### Local utilization, run 1

8 x 8 tiles, from white (low) to dark blue (high), 0 to 100% covered.
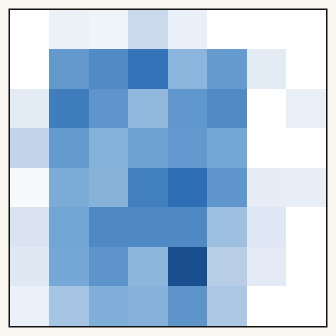
### Register map, names as in the netlist, run 1

The bar under the picture is 20 um long.
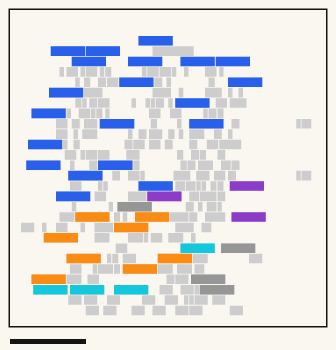
### Met3 routing, run 1

The bar under the picture is 20 um long.
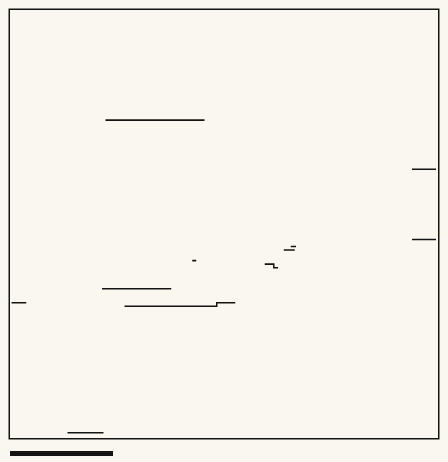
### Cell classes on the final placement, run 1

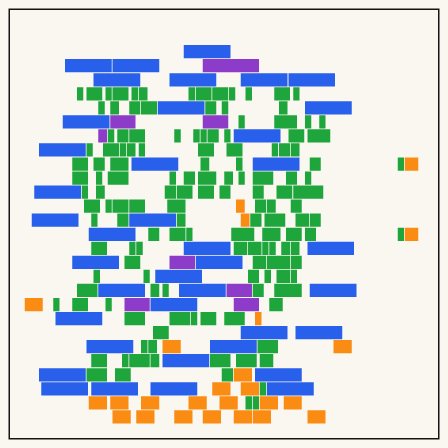
### config.mk
export PLATFORM = sky130hd
export DESIGN_NAME = lcd_byte_writer
export DESIGN_NICKNAME = d
export VERILOG_FILES = /design/src/rtl/lcd_byte_writer.sv
export SDC_FILE = /design/constraint.sdc
export NUM_CORES = 1
export LEC_CHECK = 0
export CAP_MARGIN = 5
export CORE_UTILIZATION = 30
export CTS_CLUSTER_DIAMETER = 40
export CTS_CLUSTER_SIZE = 14
export DETAILED_ROUTE_END_ITERATION = 12
export GPL_TIMING_DRIVEN = 0
export HOLD_SLACK_MARGIN = 0.08
export SYNTH_ARGS = -nofsm -noshare
export SYNTH_HDL_FRONTEND = slang
export SYNTH_SLANG_ARGS = --single-unit
export TNS_END_PERCENT = 20
### constraint.sdc
create_clock -name Clock -period 6.55 [get_ports Clock]
set_input_delay 1.31 -clock Clock [delete_from_list [all_inputs] [get_ports Clock]]
set_output_delay 1.31 -clock Clock [all_outputs]
set_load 0.01 [all_outputs]
### src/rtl/lcd_byte_writer.sv
// Byte-wide command/data writer for a 4-bit HD44780-style LCD bus.
// Each byte is sent as two nibbles (high first), with setup, E-pulse and settle timing.
module lcd_byte_writer #(
  parameter int E_PULSE_CYCLES    = 12,
  parameter int SETUP_CYCLES      = 2,
  parameter int NIBBLE_GAP_CYCLES = 50,
  parameter int BYTE_GAP_CYCLES   = 2000,
  parameter int CLEAR_GAP_CYCLES  = 82000,
  parameter int CNT_W             = 20
) (
  input  logic       Clock,
  input  logic       Reset,
  input  logic       iInitDone,
  input  logic       iValid,
  input  logic       iRS,
  input  logic [7:0] iData,
  output logic       oReady,
  output logic       oBusy,
  output logic       oLCD_Enabled,
  output logic       oLCD_RegisterSelect,
  output logic       oLCD_ReadWrite,
  output logic       oLCD_StrataFlashControl,
  output logic [3:0] oLCD_Data
);

  typedef enum logic [2:0] {
    S_IDLE,
    S_SETUP_HI,
    S_PULSE_HI,
    S_GAP_NIB,
    S_SETUP_LO,
    S_PULSE_LO,
    S_GAP_BYTE
  } state_e;

  // Each state dwells N cycles: the counter starts at 0 on entry and the state exits at N-1.
  localparam logic [CNT_W-1:0] SETUP_LAST = CNT_W'(SETUP_CYCLES - 1);
  localparam logic [CNT_W-1:0] PULSE_LAST = CNT_W'(E_PULSE_CYCLES - 1);
  localparam logic [CNT_W-1:0] NIB_LAST   =
    CNT_W'((NIBBLE_GAP_CYCLES > 0) ? NIBBLE_GAP_CYCLES - 1 : 0);
  localparam logic [CNT_W-1:0] BYTE_LAST  = CNT_W'(BYTE_GAP_CYCLES - 1);
  localparam logic [CNT_W-1:0] CLEAR_LAST = CNT_W'(CLEAR_GAP_CYCLES - 1);
  localparam logic [CNT_W-1:0] CNT_ONE    = CNT_W'(1);

  state_e           state_q, state_d;
  logic [CNT_W-1:0] cnt_q, cnt_d;
  logic [7:0]       byte_q, byte_d;
  logic             rs_q, rs_d;
  logic             clear_q, clear_d;
  logic             e_q, e_d;
  logic             lcd_rs_q, lcd_rs_d;
  logic [3:0]       data_q, data_d;
  logic [CNT_W-1:0] gap_last;
  logic             accept;

  assign oReady   = (state_q == S_IDLE) && iInitDone;
  assign accept   = oReady && iValid;
  assign gap_last = clear_q ? CLEAR_LAST : BYTE_LAST;

  // NOTE: every signal written here gets a default first, so no path leaves it unassigned and no latch is inferred.
  always_comb begin
    state_d = state_q;
    cnt_d   = cnt_q + CNT_ONE;
    byte_d  = byte_q;
    rs_d    = rs_q;
    clear_d = clear_q;

    case (state_q)
      S_IDLE: begin
        cnt_d = '0;
        if (accept) begin
          state_d = S_SETUP_HI;
          byte_d  = iData;
          rs_d    = iRS;
          clear_d = !iRS && ((iData == 8'h01) || (iData == 8'h02));
        end
      end
      S_SETUP_HI: if (cnt_q == SETUP_LAST) begin
        state_d = S_PULSE_HI;
        cnt_d   = '0;
      end
      S_PULSE_HI: if (cnt_q == PULSE_LAST) begin
        state_d = (NIBBLE_GAP_CYCLES == 0) ? S_SETUP_LO : S_GAP_NIB;
        cnt_d   = '0;
      end
      S_GAP_NIB: if (cnt_q == NIB_LAST) begin
        state_d = S_SETUP_LO;
        cnt_d   = '0;
      end
      S_SETUP_LO: if (cnt_q == SETUP_LAST) begin
        state_d = S_PULSE_LO;
        cnt_d   = '0;
      end
      S_PULSE_LO: if (cnt_q == PULSE_LAST) begin
        state_d = S_GAP_BYTE;
        cnt_d   = '0;
      end
      S_GAP_BYTE: if (cnt_q == gap_last) begin
        state_d = S_IDLE;
        cnt_d   = '0;
      end
      default: begin
        state_d = S_IDLE;
        cnt_d   = '0;
      end
    endcase

    // Pin values are decoded from the next state so the flops drive them glitch-free.
    e_d      = (state_d == S_PULSE_HI) || (state_d == S_PULSE_LO);
    lcd_rs_d = (state_d != S_IDLE) ? rs_d : 1'b0;
    case (state_d)
      S_IDLE:                           data_d = 4'h0;
      S_SETUP_HI, S_PULSE_HI, S_GAP_NIB: data_d = byte_d[7:4];
      default:                          data_d = byte_d[3:0];
    endcase
  end

  // NOTE: state registers use non-blocking assignments so every flop samples pre-edge values.
  always_ff @(posedge Clock or posedge Reset) begin
    if (Reset) begin
      state_q  <= S_IDLE;
      cnt_q    <= '0;
      byte_q   <= '0;
      rs_q     <= 1'b0;
      clear_q  <= 1'b0;
      e_q      <= 1'b0;
      lcd_rs_q <= 1'b0;
      data_q   <= '0;
    end else begin
      state_q  <= state_d;
      cnt_q    <= cnt_d;
      byte_q   <= byte_d;
      rs_q     <= rs_d;
      clear_q  <= clear_d;
      e_q      <= e_d;
      lcd_rs_q <= lcd_rs_d;
      data_q   <= data_d;
    end
  end

  assign oBusy                   = (state_q != S_IDLE);
  assign oLCD_Enabled            = e_q;
  assign oLCD_RegisterSelect     = lcd_rs_q;
  assign oLCD_Data               = data_q;
  assign oLCD_ReadWrite          = 1'b0;
  assign oLCD_StrataFlashControl = 1'b1;

endmodule

==> impl_metrics.csv, run 1 <==
group,metric,value,unit
detailed_routing,final_antenna_net_count,0,
synthesis,xor_share,8.93,%
finish,combGateArea,927,um2
detailed_routing,detail_route.first_pass.iterations,4,
sta,slew_headroom,43.2,%
run_status,run_status,"complete, no violations",
power,p_total,0.473,mW
clocking,clkTransAtPathRegs,80,ps
placed_design,place_hpwl,2780,um
min_path,hold_depth,1,
critical_path,worst_setup_path_start_kind,"input port",
finish,antenna_cells,0,
die,die_w,82.9,um
power,leakagePower,1.05,nW
sta,rsz0062_at_grt,"no",
synthesis,compound_area_share,9.12,%
sta,fin_crit,3780,ps
detailed_routing,wl_per_cell,13.2,um
clocking,clock_latency,290,ps
critical_path,rr_endpoint,"oLCD_Data[1]$_DFF_PP0_",
clocking,cts_resized,0,
clocking,clock-root-buffer,"clkbuf_8",
power,ir_drop,110,uV
sta,finalCritPeriodShare,57.8,%
die,die_area,6870,um2
sta,holdWs,501,ps
synthesis,yosys-top-cells-area,"dfrtp_1 (50%), xor2_1 (5.4%), mux2_2 (5.2%), nor2_1 (5.0%), xnor2_1 (3.6%)",
power,powerDensity,199,nW/um2
synthesis,adder_share,1.28,%
finish,fin_nets,230,
detailed_routing,drt_iter0_markers,56,
clocking,cts_buffer_depth,2,
global_routing,grt_usage,11.8,%
placed_design,dp_cells,285,
detailed_routing,drc,0,
flow_run,max-cap-violations,0,
critical_path,crit_end,"oReady",
global_routing,grt_start_max_net_pins,40,
min_path,min_from,"byte_q[7]$_DFF_PP0_",
About 'Local utilization':
20% of the tiles are nearly empty. 3.1% of the tiles are over 75% full. The mean over all tiles is 33%. The fullest tile reaches 88%.
core area: 6310 um2
FP Util: 31.1%
Final Util: 37.6%

About 'Register map, names as in the netlist':
Key: cyan = oLCD_Data [placed flops 4]; orange = byte_q [placed flops 8]; purple = state_q [placed flops 3]; blue = cnt_q [placed flops 20]
Another 4 sequential cells are not colored.
P_seq: 0.245 mW
flop share of the area: 41.1%
Flop area: 976 um2

About 'Met3 routing':
The longest straight run is 18.9 um. The layer carries 77.5 um of wire.
met3 global-route usage: 2.68%
vias after detailed routing: 1451
Routed WL: 3870 um

About 'Cell classes on the final placement':
Key: green = remaining logic cells [cells 144, share of their area 42%]; orange = remaining buffers and delay cells [cells 25, share of their area 10%]; purple = clock drivers and dummy loads [cells 8, share of their area 5.2%]; blue = sequential cells [cells 39, share of their area 43%]
design area: 2380 um2
row count: 29

run 1: power breakdown:
group / internal, mW / total, mW / switching [mW]
clock network: 0.123 / 0.206 / 0.0831
logic: 0.0117 / 0.0219 / 0.0101
registers: 0.244 / 0.245 / 0.000738
run 1: logic make-up after synthesis:
family                   count (synthesis)
AND-OR/OR-AND                           21
AND/OR/NAND/NOR                         82
other                                    2
multiplexers                             9
buffers and inverters                   13
adder cells (fa/ha/maj)                  2
XOR/XNOR                                20
flip-flops                              39
run 1: Yosys cell counts, drive strengths merged, types with 5 or more instances:
master,instances
and3,5
dfrtp,39
inv,8
mux2,9
nand2,13
nand3,7
nand4,7
nor2,26
nor3,7
xnor2,8
xor2,12
run 1: cell type report:
class                      count  area share, %
clock buffer                   6           3.48
timing repair buffer          20           8.43
multi-input combinational    136           39.0
buffer                         5           1.21
tap                           77           4.05
clock inverter                 2           1.47
inverter                       8           1.26
sequential                    39           41.1
run 1: layer usage:
metal	share of wire [%]	track usage, %	up-vias	wire, um
li1	-	-	711	-
met1	48	15.6	719	1840
met2	49	19.2	16	1890
met3	2.0	2.68	5	77
met4	1.6	4.23	0	63
met5	0	0	-	0
run 1: worst max-delay path: stages:
cell and delay (ps):
clkdlybuf4s50_1 450, inv_1 30, nor2_1 120, clkdlybuf4s50_1 560
run 1: state kept, by name, indices dropped and copies added, names as in the netlist:
name	count
byte_q	8
clear_q	1
cnt_q	20
oLCD_Data	4
oLCD_Enabled	1
oLCD_RegisterSelect	1
rs_q	1
state_q	3
## Run 2: what changed since run 1
==> constraint.sdc (replaced) <==
create_clock -name Clock -period 3.1 [get_ports Clock]
set_input_delay 0.62 -clock Clock [delete_from_list [all_inputs] [get_ports Clock]]
set_output_delay 0.62 -clock Clock [all_outputs]
set_load 0.01 [all_outputs]
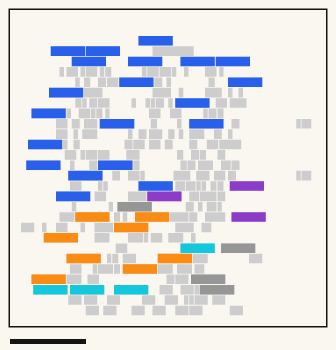
*Register map, names as in the netlist, run 2*
The bar under the picture is 20 um long.
Key: blue = cnt_q [placed flops 20]; orange = byte_q [placed flops 8]; purple = state_q [placed flops 3]; cyan = oLCD_Data [placed flops 4]
P_seq: 0.517 mW

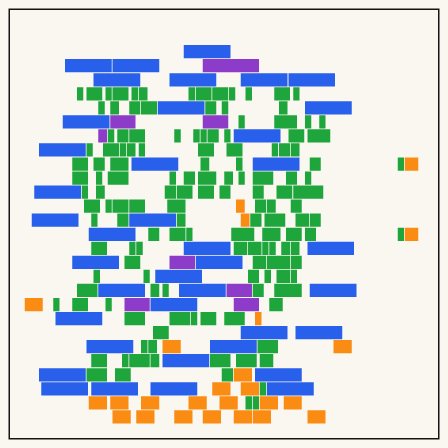
*Cell classes on the final placement, run 2*
Key: blue = sequential cells [cells 39, share of their area 43%]; purple = clock drivers and dummy loads [cells 8, share of their area 5.2%]; green = remaining logic cells [cells 144, share of their area 42%]; orange = remaining buffers and delay cells [cells 25, share of their area 10%]

==> impl_metrics.csv, run 2 <==
group,metric,value,unit
run_status,run_status,"complete, no violations",
detailed_routing,drc,0,
clocking,cts_buffer_depth,2,
power,p_int,0.800,mW
die,fp_util,31.1,%
die,rows,29,
clocking,clock_latency,290,ps
sta,finalCritPeriodShare,88.4,%
flow_run,max-cap-violations,0,
clocking,clock-root-buffer,"clkbuf_8",
detailed_routing,finalWirelength,3870,um
power,leakagePower,1.05,nW
detailed_routing,drt_iter0_markers,56,
critical_path,worst_setup_path_start_kind,"flip-flop",
die,die_area,6870,um2
power,p_sw_share,19.9,%
detailed_routing,final_antenna_net_count,0,
critical_path,cp_slowest_cell,"a211oi_1",
synthesis,yosysMostFrequentCell,"dfrtp_1",
power,p_switching,0.198,mW
critical_path,cp_top_family,"AND-OR/OR-AND gates",
sta,rsz0062_at_grt,"no",
finish,top_register,"cnt_q",
synthesis,common_cells,"dfrtp_1 (39), nor2_1 (26), nand2_1 (13), xor2_1 (12), mux2_2 (9)",
finish,largest_reg_flops,20,
critical_path,path_cells,"ha_1 > nand3_1 > nor4bb_1 > a31oi_1 > a211oi_1 > inv_1 > o2bb2ai_1",
detailed_routing,detail_route.first_pass.iterations,4,
global_routing,grt_start_max_net_pins,40,
power,powerDensity,420,nW/um2
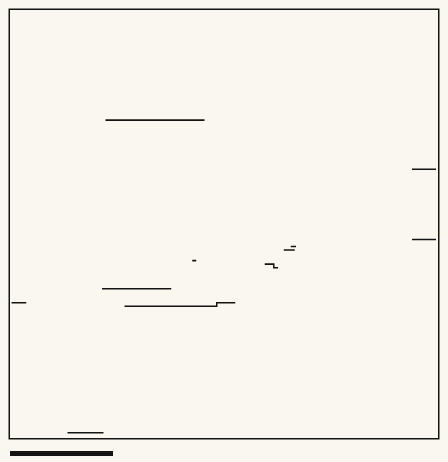
*Met3 routing, run 2*
The bar under the picture is 20 um long.
The longest straight run is 18.9 um. The layer holds 2.0% of the routed length. The wires run mostly horizontal. 8 nets have wire on it. The layer carries 77.5 um of wire.

run 2: cell counts after synthesis:
No cell type changed its count.
run 2: cell families (layout without fill, tap and decap cells):
family,Yosys count,in the layout,share of synthesized area (%)
buffers and inverters,13,41,3.00
AND-OR/OR-AND,21,21,9.12
flip-flops,39,39,49.7
other,2,2,0.383
adder cells (fa/ha/maj),2,2,1.28
XOR/XNOR,20,20,8.93
multiplexers,9,9,5.17
AND/OR/NAND/NOR,82,82,22.4
run 2: layer usage:
layer | vias to the layer above | share of wire, % | global-route usage [%]
met5 | - | 0 | 0
met4 | 0 | 1.6 | 4.23
met3 | 5 | 2.0 | 2.68
met2 | 16 | 49 | 19.2
met1 | 719 | 48 | 15.6
li1 | 711 | - | -
run 2: cell type report:
type	instances	area, um2	share of cell area (%)
Multi-Input combinational cell	136	927	39.0
Clock inverter	2	35.0	1.47
Clock buffer	6	82.6	3.48
Buffer	5	28.8	1.21
Timing Repair Buffer	20	200	8.43
Tap cell	77	96.3	4.05
Inverter	8	30.0	1.26
Sequential cell	39	976	41.1
run 2: power by group through the flow:
stage / Sequential (mW) / Clock [mW] / Combinational (mW)
3_3_place_gp: 0.527 / 0 / 0.0471
4_1_cts: 0.517 / 0.449 / 0.0476
2_1_floorplan: 0.528 / 0 / 0.0190
3_5_place_dp: 0.527 / 0 / 0.0475
6_report: 0.517 / 0.436 / 0.0462
5_1_grt: 0.517 / 0.473 / 0.0518
run 2: path summary, 6_finish.rpt:
path	endpoint	slack, ps
hold / removal	byte_q[7]$_DFF_PP0_	500
setup reg to reg	oLCD_Data[1]$_DFF_PP0_	360
min in group asynchronous	byte_q[1]$_DFF_PP0_	810
max in group asynchronous	cnt_q[1]$_DFF_PP0_	1770
setup / recovery	oLCD_Data[1]$_DFF_PP0_	360
hold reg to reg	byte_q[7]$_DFF_PP0_	500
Power figures rest on the tool's default switching activity, not on a simulated workload.
